gate_families.png
Scale: 8 px per um.
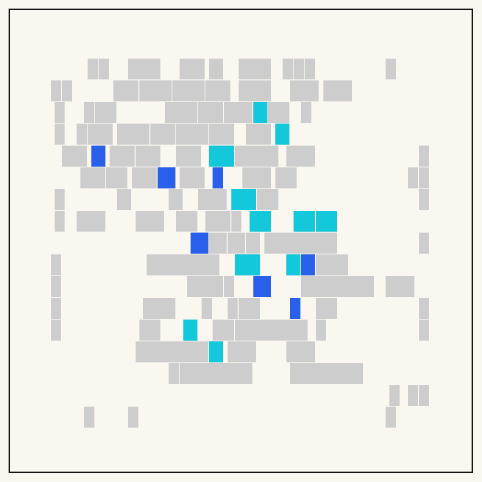
density.png
Scale: 4 px per um. The die is cut into 12 by 12 equal tiles; dark purple is low, yellow is high, 0 to 100% covered.
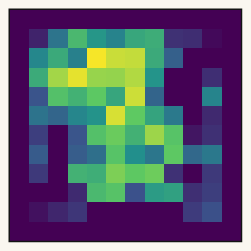
[src/rtl/hazard_pkg.sv]
// Shared definitions for the pipeline hazard controller: mult/div FSM encoding,
// the default mult/div latency and the saturation limit of the performance counters.
package hazard_pkg;

   typedef enum logic {
      RUN     = 1'b0,
      MD_BUSY = 1'b1
   } md_state_e;

   localparam int unsigned MULDIV_CYCLES_DEFAULT = 32;
   localparam int unsigned MD_CNT_W              = 6;
   localparam logic [15:0] PERF_MAX              = 16'hFFFF;

endpackage

[src/rtl/sat_counter16.sv]
// 16-bit event counter that sticks at its maximum value instead of wrapping.
// Cleared asynchronously by the active-low reset.
module sat_counter16
   import hazard_pkg::*;
(
   input  logic        clk,
   input  logic        rst_n,
   input  logic        en_i,
   output logic [15:0] count_o
);

   logic [15:0] count_q;

   always_ff @(posedge clk or negedge rst_n) begin
      if (!rst_n) begin
         count_q <= '0;
      end else if (en_i && (count_q != PERF_MAX)) begin
         count_q <= count_q + 16'd1;
      end
   end

   assign count_o = count_q;

endmodule

[src/rtl/pipeline_hazard_ctrl.sv]
// Hazard controller for a 5-stage pipeline: load-use and mult/div stalls plus
// taken-branch flush. Performance counters exist only when HAZARD_PERF_EN is defined.
module pipeline_hazard_ctrl
   import hazard_pkg::*;
#(
   parameter int unsigned MULDIV_CYCLES = MULDIV_CYCLES_DEFAULT
) (
   input  logic        clk,
   input  logic        rst_n,
   input  logic [4:0]  id_rs,
   input  logic [4:0]  id_rt,
   input  logic        id_uses_rt,
   input  logic        id_uses_hilo,
   input  logic [4:0]  ex_rt,
   input  logic        ex_mem_read,
   input  logic        ex_branch_taken,
   input  logic        ex_muldiv_start,
   output logic        pc_write,
   output logic        if_id_write,
   output logic        id_ex_bubble,
   output logic        if_id_flush,
   output logic        md_busy,
   output logic [15:0] stall_cnt,
   output logic [15:0] flush_cnt
);

   localparam logic [MD_CNT_W-1:0] MD_LOAD = MD_CNT_W'(MULDIV_CYCLES - 1);

   md_state_e           state_q;
   logic [MD_CNT_W-1:0] mdCnt_q;
   logic                loadUse;
   logic                mdHazard;
   logic                stall;

   // A start seen while already busy is dropped; a taken branch never aborts the count.
   always_ff @(posedge clk or negedge rst_n) begin
      if (!rst_n) begin
         state_q <= RUN;
         mdCnt_q <= '0;
      end else begin
         case (state_q)
            RUN: begin
               if (ex_muldiv_start) begin
                  state_q <= MD_BUSY;
                  mdCnt_q <= MD_LOAD;
               end
            end
            MD_BUSY: begin
               if (mdCnt_q == '0) begin
                  state_q <= RUN;
               end else begin
                  mdCnt_q <= mdCnt_q - 1'b1;
               end
            end
         endcase
      end
   end

   assign md_busy  = (state_q == MD_BUSY);
   assign loadUse  = ex_mem_read && (ex_rt != 5'd0) &&
                     ((ex_rt == id_rs) || (id_uses_rt && (ex_rt == id_rt)));
   assign mdHazard = md_busy && id_uses_hilo;
   assign stall    = (loadUse || mdHazard) && !ex_branch_taken;

   // A taken branch squashes both the fetched and the decoded instruction, so it wins over any stall.
   always_comb begin
      pc_write     = 1'b1;
      if_id_write  = 1'b1;
      id_ex_bubble = 1'b0;
      if_id_flush  = 1'b0;
      if (ex_branch_taken) begin
         if_id_flush  = 1'b1;
         id_ex_bubble = 1'b1;
      end else if (stall) begin
         pc_write     = 1'b0;
         if_id_write  = 1'b0;
         id_ex_bubble = 1'b1;
      end
   end

`ifdef HAZARD_PERF_EN
   sat_counter16 u_stall_cnt (
      .clk     (clk),
      .rst_n   (rst_n),
      .en_i    (stall),
      .count_o (stall_cnt)
   );

   sat_counter16 u_flush_cnt (
      .clk     (clk),
      .rst_n   (rst_n),
      .en_i    (ex_branch_taken),
      .count_o (flush_cnt)
   );
`else
   assign stall_cnt = 16'd0;
   assign flush_cnt = 16'd0;
`endif

endmodule
[config.mk]
export PLATFORM = sky130hd
export DESIGN_NAME = pipeline_hazard_ctrl
export DESIGN_NICKNAME = d
export VERILOG_FILES = /design/src/rtl/hazard_pkg.sv /design/src/rtl/sat_counter16.sv /design/src/rtl/pipeline_hazard_ctrl.sv
export SDC_FILE = /design/constraint.sdc
export NUM_CORES = 1
export LEC_CHECK = 0
export ABC_AREA = 0
export CORE_MARGIN = 5
export CORE_UTILIZATION = 33
export DETAILED_ROUTE_END_ITERATION = 12
export PLACE_DENSITY = 0.76
export SYNTH_ARGS = -nofsm -noshare
export SYNTH_HDL_FRONTEND = slang
export SYNTH_SLANG_ARGS = --single-unit
[constraint.sdc]
create_clock -name clk -period 2.5 [get_ports clk]
set_clock_uncertainty 0.1 [all_clocks]
set_input_delay 0.75 -clock clk [delete_from_list [all_inputs] [get_ports clk]]
set_output_delay 0.75 -clock clk [all_outputs]
set_load 0.02 [all_outputs]
==> design notes <==
The run finished, with violations left. The checks that failed: negative setup slack. STA classifies the critical path startpoint as a primary input.

For the hold buffer count at cts, the log shows 0. The critical path contains buffers and inverters numbering 2 combined. The number of H-tree levels came out at 1. The power report puts the leakage power at 0.466 nW. The relative contribution of sequential cells to total power is 0.354, and the highest attainable clock frequency is 362 MHz. The switching component of the power was reported as 271 uW. In this run the mean area of a mapped cell was 8.63 sq um.

In this run the remaining antenna-violating nets after routing total 0. The worst path needs 2.76 ns of the cycle, external delays included. Residual DRC count: 0. The number of clock buffers added by TritonCTS is 3. The run gives 0.340 for the area fraction of the dominant cell type after synthesis. TritonCTS built the clock tree. The last timing report of the flow puts the setup violation total at 3.

The die is 57.7 um tall. The tools report the utilization after layout as 0.439. With the growth of design area from synthesis to finish at 28.0%, the cell-internal power is 369 uW. The worst-path cell with the longest stage delay is sky130_fd_sc_hd__o31a_1.

Per the GRT congestion report, total overflow comes to 0. The tools report the detailed placer's ending HPWL as 1450 um. The area reported by Yosys stat was 751 sq um.

Among all cell types in the netlist, the one instantiated most often is sky130_fd_sc_hd__buf_4. The synthesis report names the predominant flop master as sky130_fd_sc_hd__dfrtp_1. Broken down by cell family, the worst path's largest delay share belongs to AND-OR/OR-AND gates.

For the combinational cell fraction of total power, the log shows 0.484. Setup repair after global routing could not meet its margin everywhere. For the setup slack after layout, the log shows -0.264 ns. Met2 track demand over resource: 0.190.

Clock network latency to the later pin of the worst-skew pair: 0.25 ns. The worst register-to-register path has a depth of 3. For the met1 global-route usage, the log shows 0.0997. The tools report the distinct cell type count of the synthesized netlist as 26. The core region is 2190 sq um.

With the total count of hold-check failures in the final report at 0, the die outline area is 3330 sq um. The number of cells on the critical path is 6. The logs give 0.162 for the clock share of power and 0 for the total inserted antenna cells. The data arrival time reported for the critical path is 1.91 ns. With the number of cells in the finished layout apart from fillers at 146, the cell area after synthesis is 751 sq um.

The share of flip-flops with an asynchronous set or reset after synthesis works out to 1.00. The beginning of the worst hold path was mdCnt_q[3]. In the final design database the tool counted 142 nets. The worst register-to-register path begins at mdCnt_q[2]. With the number of instances on the worst hold path at 1, the total number of vias is 599.

Total power normalized to cell area comes to 666 nW/um^2. The largest voltage drop on the vdd net was 0.000401 V; the number of flops mapped to enable cells by yosys was 0. The switching fraction of total power was 0.424; the maximum fanout count along the critical path was 2. The share of post-route cells with drive strength above 1 works out to 0.203. Clock tree synthesis found a total of 7 sinks.

The global router reports that the layer with the highest usage is met2. Number of global-route vias before repair: 570. The run gives 0 for the total count of max-transition violations in the final report. Pin placement for this block handled 59 I/O pins. The timing report gives the clock slew at the launch and capture registers of the worst setup and hold paths as 0.05 ns. Number of buffer cells added on primary ports: 26. Walking the worst path, the cells encountered are dlygate4sd2_1 -> xor2_1 -> nor3_1 -> a32oi_1 -> o31a_1 -> buf_6.

For the met3 usage in global routing, the log shows 0.0468. The synthesized instance count came out at 87. The launch point of the critical path was reported as id_rs[0].
About gate_families.png:
legend:
  inverting AOI/OAI gates:
    color: cyan
    cells: 11
    most_used: o21ai_1
  NOR gates:
    color: blue
    cells: 7
    where: middle

About density.png:
densest ninth of the die: middle
nearly empty tiles: 43%
fullest tile: 99%
tiles over 75% full: 9.7%

==> state kept, by name (all words and copies together), names as in the netlist <==
signal	flops
mdCnt_q	6
md_busy	1
==> per-stage QoR <==
stage	hold WS, ns	TNS, ns	power, mW	worst slack [ns]	area [sq um]
3_3_place_gp	0.419	-3.25	0.522	-1.02	930
2_1_floorplan	0.354	-0.280	0.471	-0.221	871
4_1_cts	0.444	-0.752	0.641	-0.273	958
6_report	0.449	-0.786	0.640	-0.264	961
5_1_grt	0.466	-0.928	0.686	-0.319	961
3_5_place_dp	0.436	-3.31	0.538	-1.05	930
==> area by class of cell <==
type | count | area, sq um
multi-input cells | 75 | 437
well taps | 28 | 35.0
repair buffers | 30 | 280
clock buffers | 4 | 26.3
fillers | 229 | 1230
inverters | 2 | 7.51
flip-flops and latches | 7 | 175
==> power groups by stage <==
stage | Clock, mW | Combinational (mW) | Sequential, mW
after detailed placement | 0 | 0.310 | 0.228
after global routing | 0.113 | 0.338 | 0.235
after CTS | 0.107 | 0.309 | 0.226
after floorplan | 0 | 0.253 | 0.218
final | 0.104 | 0.310 | 0.226
after global placement | 0 | 0.298 | 0.223
==> cells in the final DEF, fill, tap and decap left out, drive strengths merged <==
cell	netlist	layout
conb	1	32
buf	34	15
xor2	9	9
clkdlybuf4s50	0	7
dfrtp	7	7
dlygate4sd2	0	5
o21ai	5	5
clkbuf	0	5
nand2	3	3
inv	2	2
nand2b	2	2
nor4	2	2
nor3	2	2
nor2	2	2
a21oi	2	2
o31ai	2	2
mux2i	2	2
clkdlybuf4s15	0	2
or4	2	2
or3	1	1
xnor2	1	1
a32oi	1	1
nand3b	1	1
o31a	1	1
nand3	1	1
o211ai	1	1
nor2b	1	1
mux2	1	1
ha	1	1
==> repair_timing <==
action,4_1_cts,5_1_grt
pin swaps,12,4
gates resized,66,4
setup buffers,1,0
endpoints found under the setup margin,4,4
==> metal layers <==
metal / wire length, um / up-vias
li1: - / 293
met1: 561 / 278
met2: 964 / 26
met3: 173 / 2
met4: 12 / 0
met5: 0 / -
==> cells by family (layout without fill, tap and decap cells) <==
family                     Yosys count  in the layout  share of synthesized area
xor gates and xnor gates            10             10                      0.117
adders and majority gates            1              1                     0.0167
buffers and inverters               36             36                      0.350
AOI/OAI and AO/OA                   12             12                      0.105
DFF                                  7              7                      0.233
muxes                                3              3                     0.0417
and+or+nand+nor                     17             17                      0.132
other                                1             32                    0.00500
==> worst paths after layout <==
check	to	slack, ns
min	mdCnt_q[3]	0.45
min reg2reg	mdCnt_q[3]	0.45
max reg2reg	mdCnt_q[5]	0.82
max	pc_write	-0.26
max in group asynchronous	mdCnt_q[0]	1.39
min in group asynchronous	mdCnt_q[2]	0.66
Power figures rest on the tool's default switching activity, not on a simulated workload.
